$ cat config.mk
export PLATFORM = sky130hd
export DESIGN_NAME = cond_unit
export DESIGN_NICKNAME = d
export VERILOG_FILES = /design/src/rtl/cond_pkg.sv /design/src/rtl/cond_check.sv /design/src/rtl/cond_unit.sv
export SDC_FILE = /design/constraint.sdc
export NUM_CORES = 1
export LEC_CHECK = 0
export CORE_MARGIN = 2
export CORE_UTILIZATION = 35
export CTS_BUF_LIST = sky130_fd_sc_hd__clkbuf_4 sky130_fd_sc_hd__clkbuf_8
export DETAILED_ROUTE_END_ITERATION = 8
export GPL_TIMING_DRIVEN = 0
export PLACE_DENSITY = 0.79
export SYNTH_ARGS = -nofsm -noshare
export SYNTH_HDL_FRONTEND = slang
export SYNTH_HIERARCHICAL = 1
export SYNTH_SLANG_ARGS = --single-unit
$ cat constraint.sdc
create_clock -name clk -period 5.25 [get_ports clk]
set_input_delay 0.7875 -clock clk [delete_from_list [all_inputs] [get_ports clk]]
set_output_delay 0.7875 -clock clk [all_outputs]
set_load 0.01 [all_outputs]
$ cat src/rtl/cond_pkg.sv
// Shared definitions for the condition-check / flag-register slice:
// ARM condition encodings, flag bit positions and FlagW group bits.
package cond_pkg;

    typedef enum logic [3:0] {
        COND_EQ = 4'b0000,
        COND_NE = 4'b0001,
        COND_CS = 4'b0010,
        COND_CC = 4'b0011,
        COND_MI = 4'b0100,
        COND_PL = 4'b0101,
        COND_VS = 4'b0110,
        COND_VC = 4'b0111,
        COND_HI = 4'b1000,
        COND_LS = 4'b1001,
        COND_GE = 4'b1010,
        COND_LT = 4'b1011,
        COND_GT = 4'b1100,
        COND_LE = 4'b1101,
        COND_AL = 4'b1110,
        COND_NV = 4'b1111
    } cond_e;

    // Same bit order as the ALU's ALUFlags output.
    localparam int FLAG_V = 3;
    localparam int FLAG_C = 2;
    localparam int FLAG_N = 1;
    localparam int FLAG_Z = 0;

    localparam int FLAGW_NZ = 1;
    localparam int FLAGW_CV = 0;

endpackage

$ cat src/rtl/cond_check.sv
// Combinational evaluation of a 4-bit ARM condition field against the
// held flags; the reserved encoding 1111 never passes.
module cond_check
    import cond_pkg::*;
(
    input  logic [3:0] Cond,
    input  logic [3:0] Flags,
    output logic       CondEx
);

    logic flag_v;
    logic flag_c;
    logic flag_n;
    logic flag_z;
    logic ge;

    assign flag_v = Flags[FLAG_V];
    assign flag_c = Flags[FLAG_C];
    assign flag_n = Flags[FLAG_N];
    assign flag_z = Flags[FLAG_Z];
    assign ge     = (flag_n == flag_v);

    always_comb begin
        CondEx = 1'b0;
        case (cond_e'(Cond))
            COND_EQ: CondEx = flag_z;
            COND_NE: CondEx = ~flag_z;
            COND_CS: CondEx = flag_c;
            COND_CC: CondEx = ~flag_c;
            COND_MI: CondEx = flag_n;
            COND_PL: CondEx = ~flag_n;
            COND_VS: CondEx = flag_v;
            COND_VC: CondEx = ~flag_v;
            COND_HI: CondEx = flag_c & ~flag_z;
            COND_LS: CondEx = ~flag_c | flag_z;
            COND_GE: CondEx = ge;
            COND_LT: CondEx = ~ge;
            COND_GT: CondEx = ~flag_z & ge;
            COND_LE: CondEx = flag_z | ~ge;
            COND_AL: CondEx = 1'b1;
            default: CondEx = 1'b0;
        endcase
    end

endmodule

$ cat src/rtl/cond_unit.sv
// Flag register plus registered, condition-gated write/branch controls.
// Define COND_UNIT_CNT_EN to build the saturating executed/skipped counters.
module cond_unit
    import cond_pkg::*;
#(
    parameter int CNT_W = 8
) (
    input  logic             clk,
    input  logic             reset_n,
    input  logic             Valid,
    input  logic [3:0]       Cond,
    input  logic [3:0]       ALUFlags,
    input  logic [1:0]       FlagW,
    input  logic             PCS,
    input  logic             RegW,
    input  logic             MemW,
    input  logic             NoWrite,
    output logic             ValidOut,
    output logic             CondExOut,
    output logic             PCSrc,
    output logic             RegWrite,
    output logic             MemWrite,
    output logic [3:0]       Flags,
    output logic [CNT_W-1:0] ExecCount,
    output logic [CNT_W-1:0] SkipCount
);

    logic       cond_ex;
    logic       ex;

    logic [3:0] flags_d,     flags_q;
    logic       valid_d,     valid_q;
    logic       cond_ex_d,   cond_ex_q;
    logic       pc_src_d,    pc_src_q;
    logic       reg_write_d, reg_write_q;
    logic       mem_write_d, mem_write_q;

    cond_check u_cond_check (
        .Cond   (Cond),
        .Flags  (flags_q),
        .CondEx (cond_ex)
    );

    assign ex = Valid & cond_ex;

    // Only an executing instruction may touch the flags, group by group.
    always_comb begin
        flags_d = flags_q;
        if (ex && FlagW[FLAGW_NZ]) begin
            flags_d[FLAG_N] = ALUFlags[FLAG_N];
            flags_d[FLAG_Z] = ALUFlags[FLAG_Z];
        end
        if (ex && FlagW[FLAGW_CV]) begin
            flags_d[FLAG_V] = ALUFlags[FLAG_V];
            flags_d[FLAG_C] = ALUFlags[FLAG_C];
        end
        valid_d     = Valid;
        cond_ex_d   = ex;
        pc_src_d    = PCS & ex;
        reg_write_d = RegW & ~NoWrite & ex;
        mem_write_d = MemW & ex;
    end

    always_ff @(posedge clk or negedge reset_n) begin
        if (!reset_n) begin
            flags_q     <= 4'b0000;
            valid_q     <= 1'b0;
            cond_ex_q   <= 1'b0;
            pc_src_q    <= 1'b0;
            reg_write_q <= 1'b0;
            mem_write_q <= 1'b0;
        end else begin
            flags_q     <= flags_d;
            valid_q     <= valid_d;
            cond_ex_q   <= cond_ex_d;
            pc_src_q    <= pc_src_d;
            reg_write_q <= reg_write_d;
            mem_write_q <= mem_write_d;
        end
    end

    assign Flags     = flags_q;
    assign ValidOut  = valid_q;
    assign CondExOut = cond_ex_q;
    assign PCSrc     = pc_src_q;
    assign RegWrite  = reg_write_q;
    assign MemWrite  = mem_write_q;

`ifdef COND_UNIT_CNT_EN
    logic [CNT_W-1:0] exec_cnt_d, exec_cnt_q;
    logic [CNT_W-1:0] skip_cnt_d, skip_cnt_q;

    // Counters stick at all-ones rather than wrapping.
    always_comb begin
        exec_cnt_d = exec_cnt_q;
        skip_cnt_d = skip_cnt_q;
        if (ex && (exec_cnt_q != '1)) begin
            exec_cnt_d = exec_cnt_q + CNT_W'(1);
        end
        if (Valid && !cond_ex && (skip_cnt_q != '1)) begin
            skip_cnt_d = skip_cnt_q + CNT_W'(1);
        end
    end

    always_ff @(posedge clk or negedge reset_n) begin
        if (!reset_n) begin
            exec_cnt_q <= '0;
            skip_cnt_q <= '0;
        end else begin
            exec_cnt_q <= exec_cnt_d;
            skip_cnt_q <= skip_cnt_d;
        end
    end

    assign ExecCount = exec_cnt_q;
    assign SkipCount = skip_cnt_q;
`else
    assign ExecCount = '0;
    assign SkipCount = '0;
`endif

endmodule
Figure 1. Logic cells by family (run 1).
(6 px per µm)
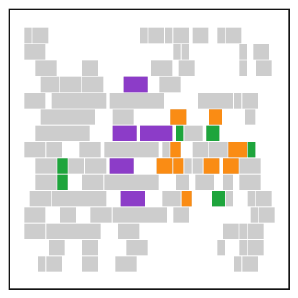
NAND gates: in green, cells 6. inverting AOI/OAI gates: in orange, cells 9. multiplexers: in purple, cells 5, where centre.
fin cells: 131
logic share of the area: 33.93%
Top cell excl fill/tap: clkdlybuf4s50_1

Figure 2. Clock distribution (run 1).
(10 px per µm)
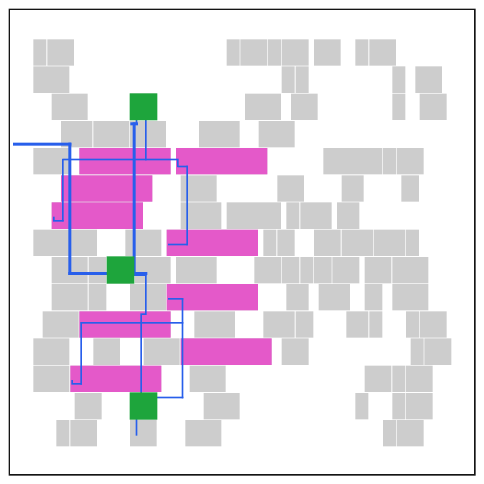
flip-flops: in magenta, count 9. clock wires: in blue, length 126 µm. clock drivers: in green, count 3.
There are 4 routed clock nets.

Figure 3. Met3 routing (run 1).
(10 px per µm)
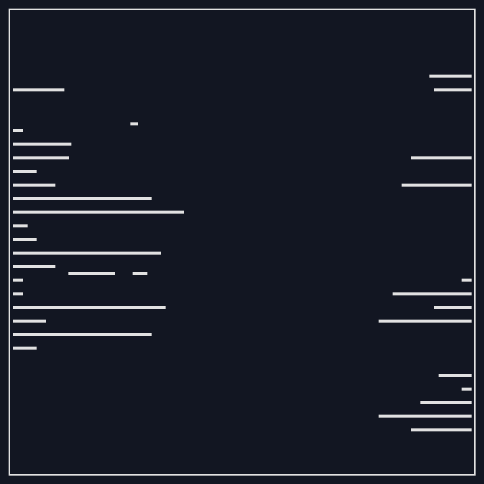
The longest straight run is 16.8 µm. The layer holds 14% of the routed length. 32 nets have wire on it. The layer carries 179 µm of wire.
met3 Track Usage GR: 5.098%
Routed WL: 1234 µm
via count: 560

Figure 4. Routed metal, one colour a layer (run 1).
(6 px per µm)
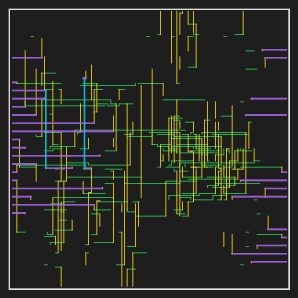
metal 4: in cyan, wire length 27.9 µm. metal 1: in green, wire length 452 µm. metal 2: in yellow, wire length 576 µm. metal 3: in purple, wire length 179 µm.
drt wl/cell: 9.420 µm
GRT Overall Usage: 14.21%

==> results.toml, run 1 <==
# physical design summary
[yosys]
syn_inst = 64
edf_count = 0
simple_gate_share_pct = 17.30
syn_area_per_cell_um2 = 9.834
top_area_cell = "dfrtp_1"
yosys_area_um2 = 629.4
yosys_cells = 64
ys_ff = 9
mux_area_share_pct = 9.543
yosys_warnings = 6
fa_ha_area_share_pct = 0
synthAoiAreaFrac_pct = 12.33
ys_seq_share_pct = 35.79
synth.cell_area_um2 = 629.4

[clocking]
numCtsBuffers = 3
cts_setup_buffers = 0
clk_pin_slew_ns = 0.06
cts.repair.resized = 0
postCtsHoldBufs = 0
clock_sinks = 9

[power]
cellPowerDensity_mw_per_mm2 = 294.4
power_leader = "combinational cells"
p_int_w = 0.0001960
p_seq_w = 0.000106
powerComb_w = 0.000125
ir_drop_uv = 163.2
p_switching_w = 0.00009173
power.total_w = 0.0002877

[global_routing]
grt_busiest_layer = "met2"
first_global_vias = 495
use_met2_pct = 20.83
use_met1_pct = 16.91

[worst_setup_path]
rrSetupSlack_ns = 3.25
r2r_end = "Flags[3]"
crit_path_end = "Flags[3]"
cp-end-kind = "flip-flop"
crit_buf_inv = 1
crit_chain = "clkdlybuf4s50_1, mux2_4, a21oi_1, o211ai_1, a211o_1, nand3_1, mux2_1"
worstSetupPathType = "in2reg"
reg2reg_depth = 6
cp_max_fo = 8
cp_num_cells = 7
critPathMaxStageDelay_ns = 0.63
cp-startpoint = "Cond[2]"
slowest_stage = "clkdlybuf4s50_1"

[final_layout]
final_nets = 124
regArea_um2 = 225.2
lay_top_cells = "clkdlybuf4s50_1, buf_4, conb_1"
drive_above_1_share_pct = 24.53
inv_count = 0
logic_area_um2 = 331.6
seq_share_pct = 23.05
fin_area_um2 = 977.2
n_fill_cell = 166
fin_util_pct = 57.22
final-nonclk-buf-share_pct = 36.75

[sta]
fin_crit_ns = 2.712
max_freq_mhz = 368.7
hold_viol = 0
period_used_pct = 51.67
fin_worst_skew_ns = 0.0009917
final_max_slew_viol_count = 0
whs_ns = 0.5565
finalWorstSetupSlack_ns = 2.538

[die]
dieArea_mm2 = 0.002153
io_pins = 42
die_h_um = 46.41
rows = 15
fp.coreArea_mm2 = 0.001708
die_w_um = 46.41
initCoreUtil_pct = 36.85

[placement]
place_area_um2 = 947.2
place_congestion = 0.7230

[worst_hold_path]
hold_depth = 1
min_from = "Flags[2]"

[routing]
wl_met2_um = 575
m1WireLength_um = 451
drt_first_pass_iters = 3
postRouteAntennaNets = 0
via_per_inst = 4.275

[status]
status = "complete, no violations"

[flow_run]
cap_violations = 0
==> inputs of run 2 (changes only) <==
==> constraint.sdc (replaced) <==
create_clock -name clk -period 2.8 [get_ports clk]
set_input_delay 0.42 -clock clk [delete_from_list [all_inputs] [get_ports clk]]
set_output_delay 0.42 -clock clk [all_outputs]
set_load 0.01 [all_outputs]
Figure 5. Logic cells by family (run 2).
(6 px per µm)
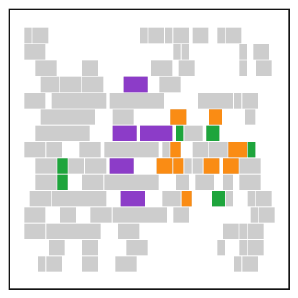
NAND gates: in green, cells 6. multiplexers: in purple, cells 5, where centre. inverting AOI/OAI gates: in orange, cells 9.

Figure 6. Clock nets (run 2).
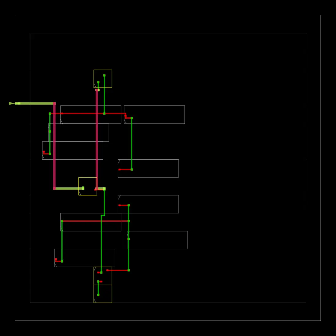
skew final: 0.0009917 ns
clock-net power: 0.000107 W
CTS Buf Count: 3
Flops: 9
Insertion Delay late pin: 0.26 ns

==> run 2 against run 1 <==
Largest cell class unchanged. Clock skew did not move. Sequential share of layout area did not move. Sequential power rose by 87%. Worst setup slack got worse by 2.1 ns. Highest routed layer unchanged. Sequential cell count did not move. Critical endpoint unchanged. Global-route usage did not move. Largest power group unchanged. Via count did not move. Cell count did not move. Die area did not move. Clock power rose by 87%. Cell area did not move.
==> results.toml, run 2 <==
# physical design summary
[status]
status = "complete, no violations"

[power]
cellPowerDensity_mw_per_mm2 = 552.0
ir_drop_uv = 306.1
power_leader = "combinational cells"
power.total_w = 0.0005394
p_int_w = 0.0003674
powerComb_w = 0.000234
p_seq_w = 0.000198
p_switching_w = 0.0001720

[yosys]
syn_inst = 64
yosys_area_um2 = 629.4
ys_ff = 9
ys_seq_share_pct = 35.79
fa_ha_area_share_pct = 0
edf_count = 0
synth.cell_area_um2 = 629.4
synthAoiAreaFrac_pct = 12.33
mux_area_share_pct = 9.543
top_area_cell = "dfrtp_1"
simple_gate_share_pct = 17.30

[worst_setup_path]
crit_chain = "clkdlybuf4s50_1, mux2_4, a21oi_1, o211ai_1, a211o_1, nand3_1, mux2_1"
crit_buf_inv = 1
reg2reg_depth = 6
cp-end-kind = "flip-flop"
slowest_stage = "clkdlybuf4s50_1"
cp_max_fo = 8
r2r_end = "Flags[3]"
critPathMaxStageDelay_ns = 0.63
cp-startpoint = "Cond[2]"
crit_path_end = "Flags[3]"
worstSetupPathType = "in2reg"
cp_num_cells = 7
cp.required_ns = 2.94

[placement]
place_area_um2 = 947.2
place_congestion = 0.7230

[sta]
whs_ns = 0.4489
final_max_slew_viol_count = 0
max_freq_mhz = 426.4
period_used_pct = 83.75
fin_crit_ns = 2.345
hold_viol = 0
finalWorstSetupSlack_ns = 0.4550

[die]
die_h_um = 46.41
initCoreUtil_pct = 36.85
die_w_um = 46.41
rows = 15
dieArea_mm2 = 0.002153
io_pins = 42
fp.coreArea_mm2 = 0.001708

[final_layout]
inv_count = 0
regArea_um2 = 225.2
lay_top_cells = "clkdlybuf4s50_1, buf_4, conb_1"
n_fill_cell = 166
final_nets = 124
clkbuf_count = 4
drive_above_1_share_pct = 24.53
final-nonclk-buf-share_pct = 36.75
seq_share_pct = 23.05
lay_top_count = "clkdlybuf4s50_1"
sh_comb_area_pct = 33.93
logic_area_um2 = 331.6
fin_area_um2 = 977.2
finalNonFillerCells = 131

[routing]
drt_wl_total_um = 1234
drt_first_pass_iters = 3
via_per_inst = 4.275
wl_met2_um = 575
wl_per_cell_um = 9.420
postRouteAntennaNets = 0

[global_routing]
first_global_vias = 495
use_met2_pct = 20.83
grt_busiest_layer = "met2"
grt_use_total_pct = 14.21
use_met3_pct = 5.098

[clocking]
postCtsHoldBufs = 0
clock_sinks = 9
clk_pin_slew_ns = 0.06

[flow_run]
cap_violations = 0
Power figures rest on the tool's default switching activity, not on a simulated workload.
